==> config.mk <==
export PLATFORM = sky130hd
export DESIGN_NAME = vga_timing_core
export DESIGN_NICKNAME = d
export VERILOG_FILES = /design/src/rtl/vga_timing_core.sv
export SDC_FILE = /design/constraint.sdc
export NUM_CORES = 1
export LEC_CHECK = 0
export CAP_MARGIN = 20
export CORE_MARGIN = 10
export CORE_UTILIZATION = 46
export CTS_CLUSTER_SIZE = 40
export DETAILED_ROUTE_END_ITERATION = 12
export PLACE_DENSITY_LB_ADDON = 0.08
export REMOVE_ABC_BUFFERS = 1
export SLEW_MARGIN = 0
export SYNTH_ARGS = -nofsm -noshare
export SYNTH_HDL_FRONTEND = slang
export SYNTH_SLANG_ARGS = --single-unit
==> constraint.sdc <==
create_clock -name clk -period 3 [get_ports clk]
set_clock_uncertainty 0.1 [all_clocks]
set_input_delay 0.75 -clock clk [delete_from_list [all_inputs] [get_ports clk]]
set_output_delay 0.75 -clock clk [all_outputs]
set_load 0.05 [all_outputs]
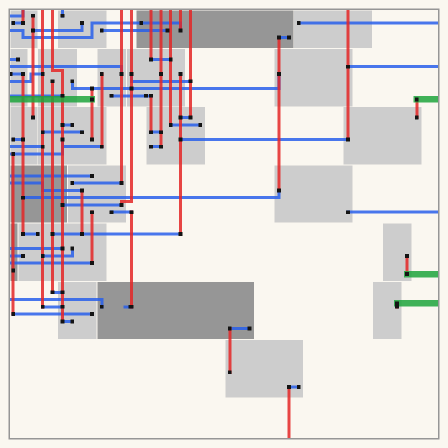
Figure 1: run 1, a small window of the routed layout.
Region (47, 9) to (67, 29) µm. Cells in gray, sequential cells in the stronger gray; small squares are vias.
| layer | color |
|---|---|
| M2 | red |
| M1 | blue |
| M3 | green |
most frequent: clkdlybuf4s50_1 (5), conb_1 (2), dfxtp_1 (2)
cells with their middle in the window: 20
sequential cells in the window: 2

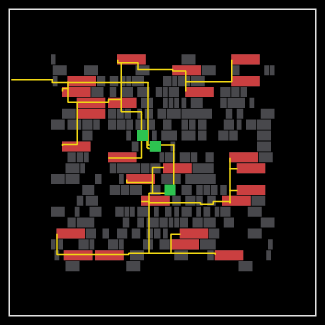
Figure 2: run 1, clock wires, drivers and flops.
Scale: 4 px per µm.
[clock wires] yellow | length: 317 µm
[flip-flops] red | count: 25
[clock-net drivers] green | count: 3
routed clock nets: 4
Clock net power: 0.154 mW
worst skew pair latency: 0.32 ns
Clock Power Share: 28.2%

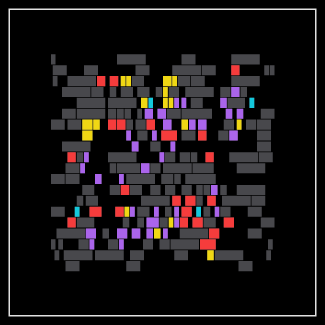
Figure 3: run 1, gate families picked out.
Scale: 4 px per µm.
| family | color | cells |
|---|---|---|
| nor cells | yellow | 17 |
| nand cells | purple | 36 |
| and/or cells | red | 23 |
| inv cells | cyan | 4 |
fraction of area in multi-input gates: 48.9%
most frequent logic cell in the layout: clkdlybuf4s50_1
number of standard cells in the final layout excluding fillers: 248

==> summary.txt, run 1 <==
The flow run is done. In the power breakdown, the biggest contributor is registers. Per the final report, the share of cell area in clock cells is 1.47%. Global-route track usage on met1 landed at 16.9%. Total number of warnings across the stage logs landed at 25. Die height landed at 76.3 µm. Total number of placement rows landed at 20. Summing the areas of all and, or, nand and nor instances in the mapped netlist gives 28.9% of the synthesized area. By area the synthesized netlist is led by dfxtp_1 34%, buf_4 4.6%, nand2_1 4.4%, and2_1 3.4%, o21ai_0 3.4%.

Clock tree synthesis inserted a total of 3 buffers. The flow ran to the end, and the final reports show no timing, DRC or antenna violations. Fraction of layout cells with a size suffix above 1 landed at 7.84%.

Count of instantiated cells in the yosys netlist landed at 175. The number of placed instances, taps included, is 244. Post-synthesis cell count landed at 175. The routed design uses 290 µm of met3 wire. Fraction of synthesized cell area in xor and xnor cells landed at 3.61%.

The highest layer touched by signal routing is met4. Registers take 500 µm². Post-synthesis cell area landed at 1460 µm². CTS built an H-tree with a depth of 1. Die extent in x landed at 76.3 µm.

Combinational-cell power consumption landed at 0.0549 mW. Among all stages on the critical path, the largest delay is contributed by clkdlybuf4s50_1. For flop-to-flop paths, the worst setup slack is 0.57 ns. Cell depth of the worst setup path landed at 1. The max-slew check reports its worst relative slack as 65.3%.

For reference, the final report shows the hold violation count at 0. After Yosys synthesis, AND-OR and OR-AND compound gates account for 23.5% of the synthesized area. On the worst setup and hold paths after CTS, the clock-pin slew comes to 0.14 ns. Delay of the slowest cell on the worst path landed at 0.89 ns.

Worst hold-check slack landed at 0.458 ns. Global-route congestion overflow total landed at 0. Number of nets at the end of the flow landed at 210. Sequential elements use 34.4% of the synthesized area.
==> run 2: changes to the inputs <==
CTS_CLUSTER_SIZE = not set   (was 40)
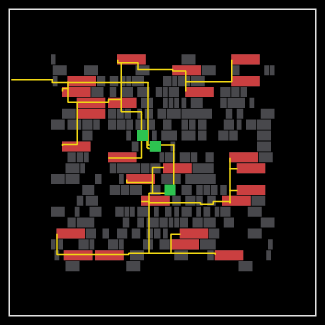
Figure 4: run 2, clock wires, drivers and flops.
Scale: 4 px per µm.
[flip-flops] red | count: 25
[clock-net drivers] green | count: 3
[clock wires] yellow | length: 317 µm
routed clock nets: 4

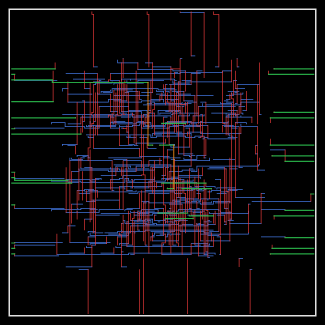
Figure 5: run 2, wiring by layer.
Scale: 4 px per µm.
| layer | color | wire length |
|---|---|---|
| M1 | blue | 1820 µm |
| M2 | red | 1610 µm |
| M4 | orange | 26.5 µm |
| M3 | green | 291 µm |
global router's overall resource usage: 12.8%
final wirelength: 3750 µm
DR WL/cell: 15.1 µm

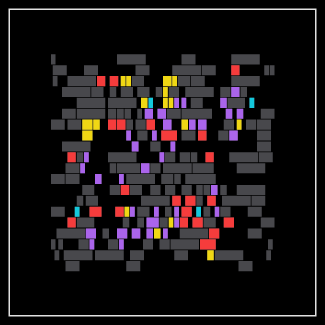
Figure 6: run 2, gate families picked out.
Scale: 4 px per µm.
| family | color | cells |
|---|---|---|
| nand cells | purple | 36 |
| inv cells | cyan | 4 |
| nor cells | yellow | 17 |
| and/or cells | red | 23 |

==> run 2 against run 1 <==
Net effect: design area unchanged; setup slack unchanged; clock-buffer cell count unchanged; critical path depth unchanged; critical path type unchanged; sequential cell count unchanged; final cell count unchanged; core utilization unchanged; clock power about the same.
==> summary.txt, run 2 <==
The flow run is done. The global-route congestion overflow total is 0 (unchanged). The number of nets at the end of the flow was 210 (unchanged). Leaving out fill and tap cells, the most frequent cell in the layout is clkdlybuf4s50_1. The combinational-cell power consumption came to 0.0549 mW (about the same). The die extent in x was 76.3 µm (unchanged). The cell depth of the worst setup path came to 1 (unchanged). Slack of the worst reg-to-reg path landed at 0.57 ns (about the same). Ranked by power, first place goes to registers. The total number of warnings across the stage logs is 25 (unchanged). Signal nets in the final route climb as high as met4. The max-slew headroom at the worst pin is 65.3% (unchanged). The number of placed cells counting well taps is 244 (unchanged). Total number of placement rows landed at 20 (unchanged). The fraction of area in clock buffers and inverters came to 1.47% (unchanged). Fraction of layout cells with a size suffix above 1 landed at 7.84% (unchanged). Looking at the critical path, the single cell with the biggest stage delay is clkdlybuf4s50_1. The flow ran to the end, and the final reports show no timing, DRC or antenna violations. Clock group share of total power landed at 28.2% (about the same). The hold violation total from the final report came to 0 (unchanged). The delay of the slowest cell on the worst path was 0.89 ns (about the same). Amount of wire on met3 after detailed routing landed at 290 µm (unchanged).
==> run 3: changes to the inputs <==
SLEW_MARGIN = 20   (was 0)
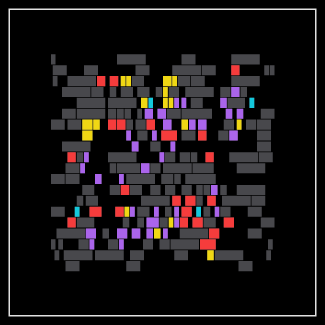
Figure 7: run 3, gate families picked out.
Scale: 4 px per µm.
| family | color | cells |
|---|---|---|
| nor cells | yellow | 17 |
| nand cells | purple | 36 |
| and/or cells | red | 23 |
| inv cells | cyan | 4 |

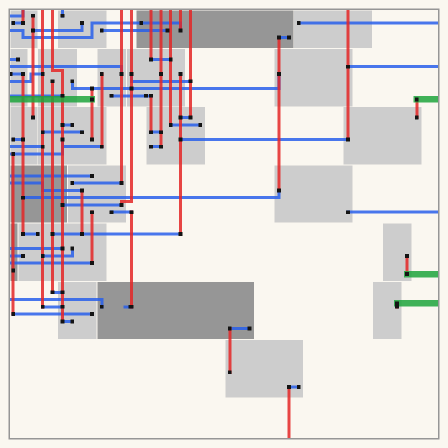
Figure 8: run 3, a small window of the routed layout.
Region (47, 9) to (67, 29) µm. Cells in gray, sequential cells in the stronger gray; small squares are vias.
| layer | color |
|---|---|
| M3 | green |
| M2 | red |
| M1 | blue |
most frequent: clkdlybuf4s50_1 (5), conb_1 (2), dfxtp_1 (2)
cells with their middle in the window: 20
sequential cells in the window: 2

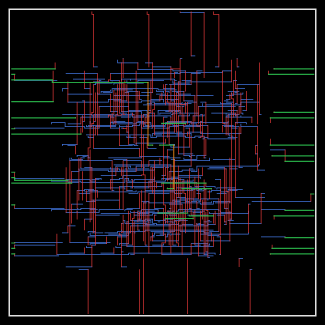
Figure 9: run 3, wiring by layer.
Scale: 4 px per µm.
| layer | color | wire length |
|---|---|---|
| M1 | blue | 1820 µm |
| M4 | orange | 26.5 µm |
| M3 | green | 291 µm |
| M2 | red | 1610 µm |
via total after detailed routing: 1368

==> run 3 against run 2 <==
Net effect: synthesized cell count unchanged; die area unchanged; clock power about the same; area after synthesis unchanged; hold slack unchanged; critical path depth unchanged; setup slack unchanged; total power unchanged; clock-buffer cell count unchanged; critical endpoint unchanged; largest cell class unchanged; highest routed layer unchanged.
==> summary.txt, run 3 <==
The flow run is done. Hold violation total from the final report landed at 0 (unchanged). Average wire per cell in the routed design landed at 15.1 µm (unchanged). Area fraction in mux cells landed at 0%. Total number of warnings across the stage logs landed at 25 (unchanged). Amount of wire on met3 after detailed routing landed at 290 µm (unchanged). Combined global-route utilization of all metal layers landed at 12.8% (unchanged). Area taken by flip-flops and latches landed at 500 µm². Per the cell usage report, the commonest logic cell in the layout is clkdlybuf4s50_1. Per the CTS log, the root buffer master is clkbuf_4. Number of buffers inserted to repair setup after CTS landed at 0.

The final critical path takes up 88.3% of the cycle. After detailed routing, no signal wire sits above met4. Total wirelength of the detailed-routed design landed at 3750 µm (unchanged). The overall die size recorded for this design is 5820 µm².

The delay of the slowest cell on the worst path came to 0.89 ns (about the same). Cell depth of the worst setup path landed at 1 (unchanged). The combinational-cell power consumption came to 0.0549 mW (about the same). The flow ran to the end, and the final reports show no timing, DRC or antenna violations. Cell area after placement landed at 1760 µm². Fraction of area in clock buffers and inverters landed at 1.47% (unchanged). The total number of placement rows was 20 (unchanged). Insertion delay of the later-clocked pin in the worst-skew pair landed at 0.32 ns. The internal power of the cells totals 0.398 mW. Final tally of max-slew violations landed at 0. For this run the top cell type by instance count after synthesis was dfxtp_1.

The fraction of layout cells with a size suffix above 1 came to 7.84% (unchanged). The global-route congestion overflow total was 0 (unchanged). The group that draws the most power in this run is registers. Per STA, the worst path accumulates the most delay in the family buffers and inverters. Looking at the critical path, the single cell with the biggest stage delay is clkdlybuf4s50_1. The slack of the worst reg-to-reg path is 0.57 ns (about the same). In the detailed route, the total length drawn on met2 is 1610 µm. The die extent in x is 76.3 µm (unchanged). Once detailed placement completed, the half-perimeter wirelength came to 2870 µm.

Number of signal-net inverters in the final layout landed at 4. The clock group share of total power is 28.2% (about the same).
Power and IR drop assume default switching activity.
